### src/rtl/fixed_power_if.sv
// fixed_power_if: request/result handshake between a requester (master) and fixed_power (slave).
interface fixed_power_if #(
    parameter int DATA_W = 20,
    parameter int EXP_W  = 3
);
    logic              in_valid;
    logic [DATA_W-1:0] in_data_1;
    logic [EXP_W-1:0]  in_data_2;
    logic              out_valid;
    logic [DATA_W-1:0] out_data;

    modport master (output in_valid, in_data_1, in_data_2, input out_valid, out_data);
    modport slave  (input in_valid, in_data_1, in_data_2, output out_valid, out_data);
endinterface

### src/rtl/fixed_power.sv
// fixed_power: unsigned Q10.10 x^n by repeated truncating multiply, one multiply per cycle.
// Define FIXED_POWER_SAT_EN to saturate the result to all-ones when any multiply overflows.
module fixed_power #(
    parameter int DATA_W = 20,
    parameter int FRAC_W = 10,
    parameter int EXP_W  = 3
) (
    input logic          clk,
    input logic          rst_n,
    fixed_power_if.slave bus
);
    typedef enum logic [1:0] {IDLE, MULT, DONE} state_t;

    localparam logic [DATA_W-1:0] ONE = DATA_W'(1) << FRAC_W;

    state_t              state, state_nxt;
    logic [DATA_W-1:0]   acc, acc_nxt, x_reg, x_nxt, out_data, out_data_nxt, result;
    logic [EXP_W-1:0]    rem, rem_nxt;
    logic                ovf, ovf_nxt, out_valid, out_valid_nxt;
    logic [2*DATA_W-1:0] p;
    logic                unused_bits;

    assign p = acc * x_reg;
    assign bus.out_valid = out_valid;
    assign bus.out_data  = out_data;

`ifdef FIXED_POWER_SAT_EN
    assign result      = ovf ? '1 : acc;
    assign unused_bits = ^p[FRAC_W-1:0];
`else
    assign result      = acc;
    assign unused_bits = ^{ovf, p[FRAC_W-1:0]};
`endif

    always_comb begin
        state_nxt     = state;
        acc_nxt       = acc;
        x_nxt         = x_reg;
        rem_nxt       = rem;
        ovf_nxt       = ovf;
        out_valid_nxt = 1'b0;
        out_data_nxt  = out_data;
        case (state)
            IDLE: if (bus.in_valid) begin
                x_nxt     = bus.in_data_1;
                acc_nxt   = (bus.in_data_2 == '0) ? ONE : bus.in_data_1;
                rem_nxt   = bus.in_data_2 - 1'b1;
                ovf_nxt   = 1'b0;
                state_nxt = (bus.in_data_2 <= EXP_W'(1)) ? DONE : MULT;
            end
            MULT: begin
                // product is shifted back to Q10.10; anything above DATA_W is overflow
                acc_nxt   = p[DATA_W+FRAC_W-1:FRAC_W];
                ovf_nxt   = ovf | (|p[2*DATA_W-1:DATA_W+FRAC_W]);
                rem_nxt   = rem - 1'b1;
                state_nxt = (rem == EXP_W'(1)) ? DONE : MULT;
            end
            DONE: begin
                out_valid_nxt = 1'b1;
                out_data_nxt  = result;
                state_nxt     = IDLE;
            end
            default: state_nxt = IDLE;
        endcase
    end

    always_ff @(posedge clk) begin
        if (!rst_n) begin
            state     <= IDLE;
            acc       <= '0;
            x_reg     <= '0;
            rem       <= '0;
            ovf       <= 1'b0;
            out_valid <= 1'b0;
            out_data  <= '0;
        end else begin
            state     <= state_nxt;
            acc       <= acc_nxt;
            x_reg     <= x_nxt;
            rem       <= rem_nxt;
            ovf       <= ovf_nxt;
            out_valid <= out_valid_nxt;
            out_data  <= out_data_nxt;
        end
    end
endmodule

### src/flat_wrapper.sv
// flat-port wrapper written by rule: the top's interface ports become plain ports
module fixed_power_flat 
#(
    parameter int DATA_W = 20,
    parameter int FRAC_W = 10,
    parameter int EXP_W  = 3
)
  (clk, rst_n, bus_in_valid, bus_in_data_1, bus_in_data_2, bus_out_valid, bus_out_data);
  fixed_power_if #(.DATA_W(DATA_W), .EXP_W(EXP_W)) bus_i ();
  input logic clk;
  input logic rst_n;
  input wire logic [$bits(bus_i.in_valid)-1:0] bus_in_valid;
  input wire logic [$bits(bus_i.in_data_1)-1:0] bus_in_data_1;
  input wire logic [$bits(bus_i.in_data_2)-1:0] bus_in_data_2;
  output wire logic [$bits(bus_i.out_valid)-1:0] bus_out_valid;
  output wire logic [$bits(bus_i.out_data)-1:0] bus_out_data;
  assign bus_i.in_valid = bus_in_valid;
  assign bus_i.in_data_1 = bus_in_data_1;
  assign bus_i.in_data_2 = bus_in_data_2;
  assign bus_out_valid = bus_i.out_valid;
  assign bus_out_data = bus_i.out_data;
  fixed_power #(.DATA_W(DATA_W), .FRAC_W(FRAC_W), .EXP_W(EXP_W)) u_core (.clk(clk), .rst_n(rst_n), .bus(bus_i));
endmodule
### config.mk
export PLATFORM = sky130hd
export DESIGN_NAME = fixed_power_flat
export DESIGN_NICKNAME = d
export VERILOG_FILES = /design/src/rtl/fixed_power_if.sv /design/src/rtl/fixed_power.sv /design/src/flat_wrapper.sv
export SDC_FILE = /design/constraint.sdc
export NUM_CORES = 1
export LEC_CHECK = 0
export ABC_AREA = 0
export CORE_ASPECT_RATIO = 1.4
export CORE_MARGIN = 5
export CORE_UTILIZATION = 50
export DETAILED_ROUTE_END_ITERATION = 12
export GPL_TIMING_DRIVEN = 0
export HOLD_SLACK_MARGIN = 0.1
export PLACE_DENSITY_LB_ADDON = 0.12
export SLEW_MARGIN = 30
export SYNTH_ARGS = -nofsm -noshare
export SYNTH_HDL_FRONTEND = slang
export SYNTH_SLANG_ARGS = --single-unit
### constraint.sdc
create_clock -name clk -period 19.3 [get_ports clk]
set_clock_uncertainty 0.1 [all_clocks]
set_input_delay 1.93 -clock clk [delete_from_list [all_inputs] [get_ports clk]]
set_output_delay 1.93 -clock clk [all_outputs]
set_load 0.1 [all_outputs]
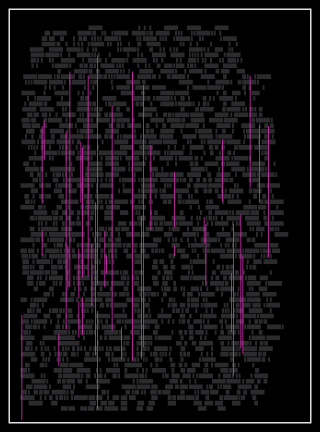
Figure 1: run 1, the metal 4 layer.
Drawn at 2 px/µm.
27 nets have wire on it. The longest straight run is 144 µm.
number of vias after detailed routing: 10764
Detailed Route WL: 40.9 mm

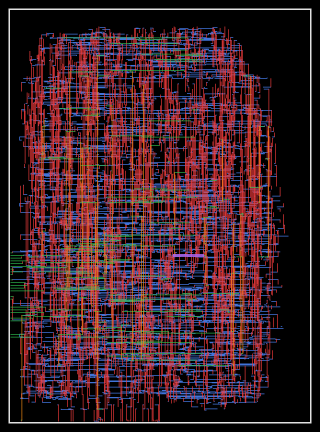
Figure 2: run 1, signal wires by layer.
Drawn at 2 px/µm.
Purple is met5, wire length 13.8 µm. Green is met3, wire length 1880 µm. Red is met2, wire length 21.2 mm. Orange is met4, wire length 1930 µm. Blue is met1, wire length 15900 µm.
DR WL/cell: 20.3 µm
Tot GR Track Use: 28.0%

==> flow.log, run 1 <==
[metrics] run summary
INFO  metric status = complete, no violations
INFO  metric post_dp_cell_area = 14600 µm²
INFO  metric synth.yosys.chip_area = 13700 µm²
INFO  metric power.density_cell_area = 50.5 nW/µm²
INFO  metric drt.antenna.violating_nets = 0
INFO  metric floorplanUtilization = 50.8%
INFO  metric drc_errors = 0
INFO  metric sequentialPowerShare = 21.3%
INFO  metric grt_remaining_overflow = 0
INFO  metric tritoncts.num_buffers = 9
INFO  metric firstDrtPassIters = 5
INFO  metric total_cells_reported_by_yosys_after_synthesis = 1591
INFO  metric cp-start-kind = flip-flop
INFO  metric synthDominantCellAreaShare = 40.3%
INFO  metric detailedPlacementHpwl = 32.3 mm
INFO  metric holdCritPathClass = flip-flop to flip-flop
INFO  metric hold_violations = 0
INFO  metric maximum_number_of_pins_on_one_net_before_global_route_repair = 13
INFO  metric grt_pass1_vias = 11715
INFO  metric fp-row-count = 71
INFO  metric internal_dissipation = 407 µW
INFO  metric top_cells_by_count = sky130_fd_sc_hd__inv_1 (339), sky130_fd_sc_hd__fa_1 (276), sky130_fd_sc_hd__nand2_1 (273), sky130_fd_sc_hd__and2_1 (191), sky130_fd_sc_hd__ha_1 (101)
INFO  metric sw_frac_of_total = 46.1%
INFO  metric maxSlewHeadroom = 32.9%
INFO  metric i_o_buffers = 46
INFO  metric design.final.nets = 2051
INFO  metric setup_total_neg_slack = 0 ns
INFO  metric syn_area = 13700 µm²
INFO  metric final.period_utilization = 40.7%
INFO  metric power.share.clock = 24.0%
INFO  metric report.power.total = 756 µW
INFO  metric h-tree-depth = 3
INFO  metric clock_tree.buffer_depth = 2
INFO  metric stage_log_warnings = 27
INFO  metric timing.critical_path.fanout_max = 10
INFO  metric globalplace.congestion = 0.907
INFO  metric fp.dieW = 150 µm
INFO  metric postSynthNetCount = 1994
INFO  metric max_cap_viol_count = 0
INFO  metric vias_per_cell = 5.33
INFO  metric cp-end-kind = flip-flop
INFO  metric setup_viol_count_final = 0
INFO  metric required = 19.43 ns
INFO  metric cts_post_setup_buffers_inserted = 0
INFO  metric fillerInstances = 2651
INFO  metric grt_pass1_wl = 64.9 mm
INFO  metric critical_path_class = flip-flop to flip-flop
INFO  metric worstMarginPinSlew = 1.00 ns
INFO  metric dieHeight = 206 µm
INFO  metric clockRootBuffer = sky130_fd_sc_hd__clkbuf_16
INFO  metric max_freq = 0.127 GHz
INFO  metric ys_top_cells_by_area = sky130_fd_sc_hd__fa_1 (40%), sky130_fd_sc_hd__dfxtp_1 (9.6%), sky130_fd_sc_hd__inv_1 (9.3%), sky130_fd_sc_hd__ha_1 (9.2%), sky130_fd_sc_hd__and2_1 (8.7%)
INFO  metric library_cells_used_by_synthesis = 55
INFO  metric clk_transition_reported_paths = 0.06 ns
INFO  metric final_layout_size_suffix_gt1_share = 1.81%
INFO  metric layoutNonFillerInstCount = 2019
INFO  metric dpl.cell_count = 2002
INFO  metric holdWs = 0.367 ns
INFO  metric postSynthSeqShare = 9.63%
INFO  metric cts_tree = built
INFO  metric final_period_minus_worst_setup_slack = 7.85 ns
INFO  metric rsz_0062_raised_after_global_routing = false
INFO  metric synthArstFlopShare = 0%
INFO  metric edff_count_synth = 0
INFO  metric drtIter0Drc = 859
INFO  metric critPathArrivalTime = 7.98 ns
INFO  metric worst_ir_drop_vdd = 0.0000871 V
INFO  metric ioPinCount = 47
INFO  metric ys_ff = 66
INFO  metric synth-warning-count = 0
INFO  metric yosys_most_used_dff = sky130_fd_sc_hd__dfxtp_1
INFO  metric clkSinkCount = 66
INFO  metric postCtsResizedCells = 0
INFO  metric power_frac_comb = 54.7%
INFO  metric syn_to_final_growth = 9.10%
INFO  metric final-max-slew-violation-count = 0
INFO  metric core_area = 27000 µm²
INFO  metric cells_after_synthesis = 1591
INFO  metric antenna_violations_before_repair = 1
INFO  metric post_route_standard_cell_area_excluding_fillers = 15000 µm²
INFO  metric cts_hold_buffers = 0
INFO  metric synth_area_per_cell = 8.63 µm²
INFO  metric power.switching = 348 µW
INFO  metric most_common_cell = sky130_fd_sc_hd__inv_1
INFO  metric biggest_area_consumer_among_synthesized_cells = sky130_fd_sc_hd__fa_1
INFO  metric chip_area = 30900 µm²
INFO  metric power.static_leakage = 7.42 nW
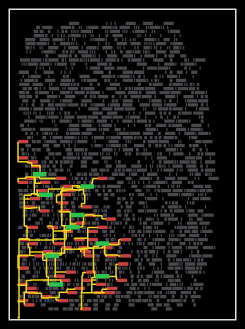
Figure 3: run 1, clock distribution.
Drawn at 1.5 px/µm.
Green is cells driving clock nets, count 9. Yellow is clock wires, length 965 µm. Red is flip-flops, count 66.
There are 10 routed clock nets.
insertion delay at the late pin of the worst-skew pair: 0.34 ns
P_clk: 181 µW

## run 1: cells in the final DEF (no fill, tap or decap), drive strengths merged, types with 5 or more instances in the layout
cell type	n
clkdlybuf4s50	46
fa	276
xor2	12
a21boi	40
inv	339
nand3b	16
ha	101
a31oi	5
nand4	5
nand3	20
a21o	8
xnor2	22
a21oi	18
nor3	15
nor2	12
clkbuf	103
o21ai	17
and2	192
nand2	274
dfxtp	66
o211a	8
## run 1: layout make-up
type,count,area (µm²),share of cell area [%]
well taps,365,457,3.05
clock buffers,10,239,1.60
diodes,1,2.50,0.0167
clock inverters,6,90.1,0.602
plain buffers,97,373,2.49
repair buffers,46,460,3.07
multi-input cells,1089,10800,71.9
inverters,339,1270,8.50
flip-flops and latches,66,1320,8.82
## run 1: worst max-delay path, stage by stage, from the launching register on
cell	delay, ns
sky130_fd_sc_hd__dfxtp_1	0.35
sky130_fd_sc_hd__clkbuf_1	0.57
sky130_fd_sc_hd__clkbuf_1	0.75
sky130_fd_sc_hd__nand2_1	0.17
sky130_fd_sc_hd__fa_1	0.57
sky130_fd_sc_hd__fa_1	0.53
sky130_fd_sc_hd__fa_1	0.51
sky130_fd_sc_hd__inv_1	0.05
sky130_fd_sc_hd__fa_1	0.57
sky130_fd_sc_hd__fa_1	0.43
sky130_fd_sc_hd__fa_1	0.56
sky130_fd_sc_hd__inv_1	0.08
sky130_fd_sc_hd__fa_1	0.49
sky130_fd_sc_hd__inv_1	0.04
sky130_fd_sc_hd__ha_1	0.38
sky130_fd_sc_hd__nand4_1	0.19
sky130_fd_sc_hd__nor3_2	0.18
sky130_fd_sc_hd__nand4_1	0.26
sky130_fd_sc_hd__a21oi_2	0.33
sky130_fd_sc_hd__o311ai_2	0.15
sky130_fd_sc_hd__and3_1	0.19
sky130_fd_sc_hd__o311a_1	0.28
## run 1: layer usage
metal / track usage (%) / share of wire, %
met4: 11.5 / 4.7
met3: 2.37 / 4.6
met2: 50.7 / 52
met5: 0 / 0.032
met1: 34.4 / 39
## run 1: power groups by stage
stage               combinational [mW]  sequential, mW  clock (mW)
finish                           0.414           0.161       0.181
global route                     0.455           0.161       0.188
CTS                              0.413           0.160       0.181
detailed placement               0.409           0.163           0
global placement                 0.406           0.163           0
floorplan                        0.262           0.161           0
## run 1: stage by stage
step	setup slack (ns)	utilization, %
3_3_place_gp	11.61	54.2
5_1_grt	11.20	55.4
2_1_floorplan	12.82	-
6_report	11.45	55.5
3_5_place_dp	11.58	54.2
4_1_cts	11.52	55.4
## run 1: kinds of logic after synthesis
family | synth area share (%)
AOI/OAI and AO/OA | 6.62
buffers and inverters | 12.0
DFF | 9.63
and+or+nand+nor | 20.0
adders and majority gates | 49.5
xor gates and xnor gates | 2.33
## run 1: path summary, 6_finish.rpt
check | slack (ns) | to | cells after the start | start
worst min register to register | 0.37 | u_core.bus.out_data[4] | 2 | u_core.bus.out_data[4]
worst max-delay path | 11.45 | u_core.acc[19] | 21 | u_core.acc[12]
worst max register to register | 11.45 | u_core.acc[19] | 21 | u_core.acc[12]
worst min-delay path | 0.37 | u_core.bus.out_data[4] | 2 | u_core.bus.out_data[4]
Figure 4. Congestion heat map (run 1).
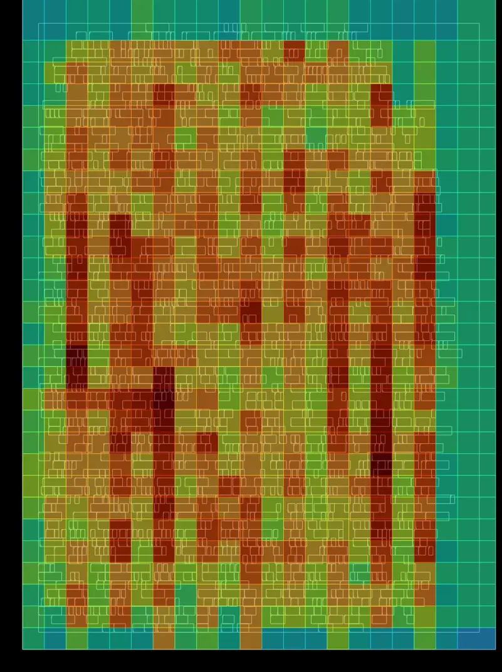

## Run 2: what changed since run 1
Clock period 19.3 ns to 7 ns, I/O delays scaled along.
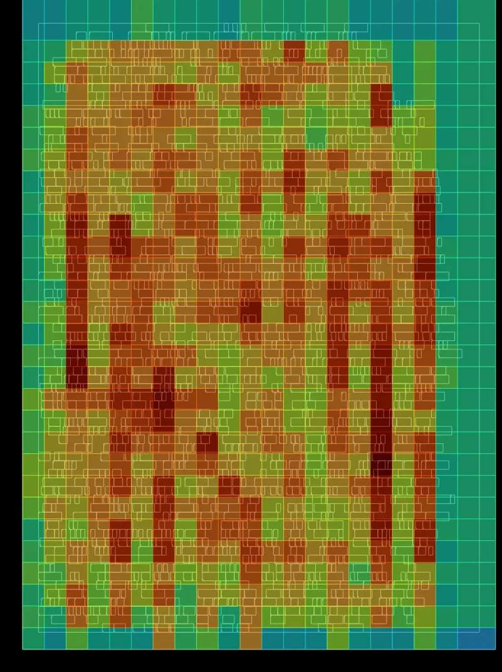
Figure 5: run 2, congestion heat map.
met3 GRT Util: 2.11%
global-route met2 utilization: 50.8%
DR WL/cell: 20.3 µm
GRT busiest layer: met2

==> flow.log, run 2 <==
[metrics] run summary
INFO  metric synth-warning-count = 0 (unchanged)
INFO  metric stage_log_warnings = 28 (was 27)
INFO  metric grt_pass1_wl = 64.7 mm (was 64.9 mm)
INFO  metric power.density_cell_area = 139 nW/µm² (was 50.5 nW/µm²)
INFO  metric grt_remaining_overflow = 0 (unchanged)
INFO  metric final_period_minus_worst_setup_slack = 6.88 ns (was 7.85 ns)
INFO  metric synthArstFlopShare = 0% (unchanged)
INFO  metric maximum_number_of_pins_on_one_net_before_global_route_repair = 20 (was 13)
INFO  metric yosys_most_used_dff = sky130_fd_sc_hd__dfxtp_1 (unchanged)
INFO  metric total_cells_reported_by_yosys_after_synthesis = 1591 (unchanged)
INFO  metric top_cells_by_count = sky130_fd_sc_hd__inv_1 (339), sky130_fd_sc_hd__fa_1 (276), sky130_fd_sc_hd__nand2_1 (273), sky130_fd_sc_hd__and2_1 (191), sky130_fd_sc_hd__ha_1 (101) (unchanged)
INFO  metric fin_util = 55.9% (was 55.5%)
INFO  metric detailroute.via_count = 10747 (was 10764)
INFO  metric hold_path_depth = 2 (unchanged)
INFO  metric max_cap_viol_count = 0 (unchanged)
INFO  metric clock_tree.buffer_depth = 2 (unchanged)
INFO  metric synth_area_per_cell = 8.63 µm² (unchanged)
INFO  metric ys_ff = 66 (unchanged)
INFO  metric library_cells_used_by_synthesis = 55 (unchanged)
INFO  metric fillerInstances = 2636 (was 2651)
INFO  metric grt_pass1_vias = 11688 (was 11715)
INFO  metric final-max-slew-violation-count = 0 (unchanged)
INFO  metric clk_transition_reported_paths = 0.06 ns (about the same)
INFO  metric ioPinCount = 47 (unchanged)
INFO  metric detailedPlacementHpwl = 32.3 mm (unchanged)
INFO  metric tritoncts.num_buffers = 9 (unchanged)
INFO  metric cells_after_synthesis = 1591 (unchanged)
INFO  metric edff_count_synth = 0 (unchanged)
INFO  metric clockRootBuffer = sky130_fd_sc_hd__clkbuf_16 (unchanged)
INFO  metric timing.critical_path.fanout_max = 10 (unchanged)
INFO  metric fp.dieW = 150 µm (unchanged)
INFO  metric postSynthNetCount = 1994 (unchanged)
INFO  metric maxSlewHeadroom = 32.8% (was 32.9%)
INFO  metric holdCritPathClass = flip-flop to flip-flop (unchanged)
INFO  metric final.period_utilization = 98.2% (was 40.7%)
INFO  metric dieHeight = 206 µm (unchanged)
INFO  metric rsz_0062_raised_after_global_routing = true (was false)
INFO  metric hold_violations = 0 (unchanged)
INFO  metric required = 7.10 ns (was 19.43 ns)
INFO  metric postSynthSeqShare = 9.63% (unchanged)
INFO  metric cp-end-kind = flip-flop (unchanged)
INFO  metric timing.final.ws_setup = 0.125 ns (was 11.45 ns)
INFO  metric globalRouteTotalUtil = 27.9% (was 28.0%)
INFO  metric final_layout_size_suffix_gt1_share = 5.03% (was 1.81%)
INFO  metric fp-row-count = 71 (unchanged)
INFO  metric setup_viol_count_final = 0 (unchanged)
INFO  metric i_o_buffers = 46 (unchanged)
INFO  metric syn_to_final_growth = 9.90% (was 9.10%)
INFO  metric drtIter0Drc = 756 (was 859)
INFO  metric synth.yosys.chip_area = 13700 µm² (unchanged)
INFO  metric drt.antenna.violating_nets = 0 (unchanged)
INFO  metric design.final.nets = 2049 (was 2051)
INFO  metric power.static_leakage = 7.60 nW (was 7.42 nW)
INFO  metric most_common_cell = sky130_fd_sc_hd__inv_1 (unchanged)
INFO  metric final_layout_top_logic_cell = sky130_fd_sc_hd__inv_1 (unchanged)
INFO  metric placement.setup.worst_slack = -0.722 ns (was 11.58 ns)
INFO  metric cts_hold_buffers = 0 (unchanged)
INFO  metric setup_total_neg_slack = 0 ns (unchanged)
INFO  metric floorplanUtilization = 50.8% (unchanged)
INFO  metric status = complete, no violations (unchanged)
INFO  metric critPathArrivalTime = 6.98 ns (was 7.98 ns)
INFO  metric biggest_area_consumer_among_synthesized_cells = sky130_fd_sc_hd__fa_1 (unchanged)
[run 2: cell counts after synthesis]
No cell type changed its count.
[run 2: final timing paths]
path,from,end,slack [ns]
setup reg to reg,u_core.acc[11],u_core.acc[15],0.12
setup / recovery,u_core.acc[11],u_core.acc[15],0.12
hold reg to reg,u_core.bus.out_data[2],u_core.bus.out_data[2],0.37
hold / removal,u_core.bus.out_data[2],u_core.bus.out_data[2],0.37
[run 2: area by class of cell]
class	count	share of cell area (%)
Inverter	339	8.43
Clock buffer	10	1.58
Sequential cell	66	8.80
Multi-Input combinational cell	1089	71.3
Antenna cell	1	0.0166
Buffer	93	3.05
Clock inverter	6	0.597
Timing Repair Buffer	48	3.15
Tap cell	365	3.03
[run 2: kinds of logic after synthesis]
| kind of cell | synth area share, % |
|---|---|
| DFF | 9.63 |
| xor gates and xnor gates | 2.33 |
| buffers and inverters | 12.0 |
| adders and majority gates | 49.5 |
| and+or+nand+nor | 20.0 |
| AOI/OAI and AO/OA | 6.62 |
[run 2: worst max-delay path: stages (launching register included)]
cell and delay, ns:
sky130_fd_sc_hd__dfxtp_1 0.32, sky130_fd_sc_hd__clkbuf_2 0.29, sky130_fd_sc_hd__and2_1 0.25, sky130_fd_sc_hd__fa_1 0.55, sky130_fd_sc_hd__inv_1 0.06, sky130_fd_sc_hd__fa_1 0.49, sky130_fd_sc_hd__fa_1 0.51, sky130_fd_sc_hd__inv_1 0.05
sky130_fd_sc_hd__fa_1 0.58, sky130_fd_sc_hd__fa_1 0.45, sky130_fd_sc_hd__fa_1 0.55, sky130_fd_sc_hd__inv_1 0.07, sky130_fd_sc_hd__fa_1 0.49, sky130_fd_sc_hd__inv_1 0.05, sky130_fd_sc_hd__ha_1 0.34, sky130_fd_sc_hd__o21ai_0 0.19
sky130_fd_sc_hd__o21ai_1 0.12, sky130_fd_sc_hd__a221oi_4 0.35, sky130_fd_sc_hd__buf_4 0.17, sky130_fd_sc_hd__a31oi_1 0.15, sky130_fd_sc_hd__a21oi_1 0.24, sky130_fd_sc_hd__xor2_1 0.25, sky130_fd_sc_hd__a21oi_1 0.10
[run 2: timing repair]
item | 4_1_cts | 5_1_grt
gates cloned | 0 | 0
endpoints found under the setup margin | 12 | 11
pin swaps | 0 | 2
buffers inserted | 0 | 2
gates resized | 38 | 66
hold endpoints to repair | 0 | 0
[run 2: report_power, final]
| part | switching [mW] | internal (mW) | leakage [nW] |
|---|---|---|---|
| sequential | 0.0435 | 0.406 | 0.541 |
| combinational | 0.741 | 0.410 | 6.90 |
| clock | 0.177 | 0.322 | 0.159 |
| total | 0.961 | 1.14 | 7.60 |
[run 2: routing by layer]
layer  wire (µm)  track usage, %
met5           0               0
met4        1660            10.9
met3        2240            2.11
met2       21400            50.8
met1       15700            34.3
[run 2: stage by stage]
stage,instance area [µm²],hold WS [ns],cells,total power [mW]
after CTS,15000,0.369,2014,2.09
final,15100,0.365,2017,2.10
after floorplan,13700,0.354,1591,1.17
after global routing,15100,0.397,2016,2.23
after detailed placement,14600,0.360,2002,1.58
after global placement,14600,0.354,2002,1.57
Power figures rest on the tool's default switching activity, not on a simulated workload.
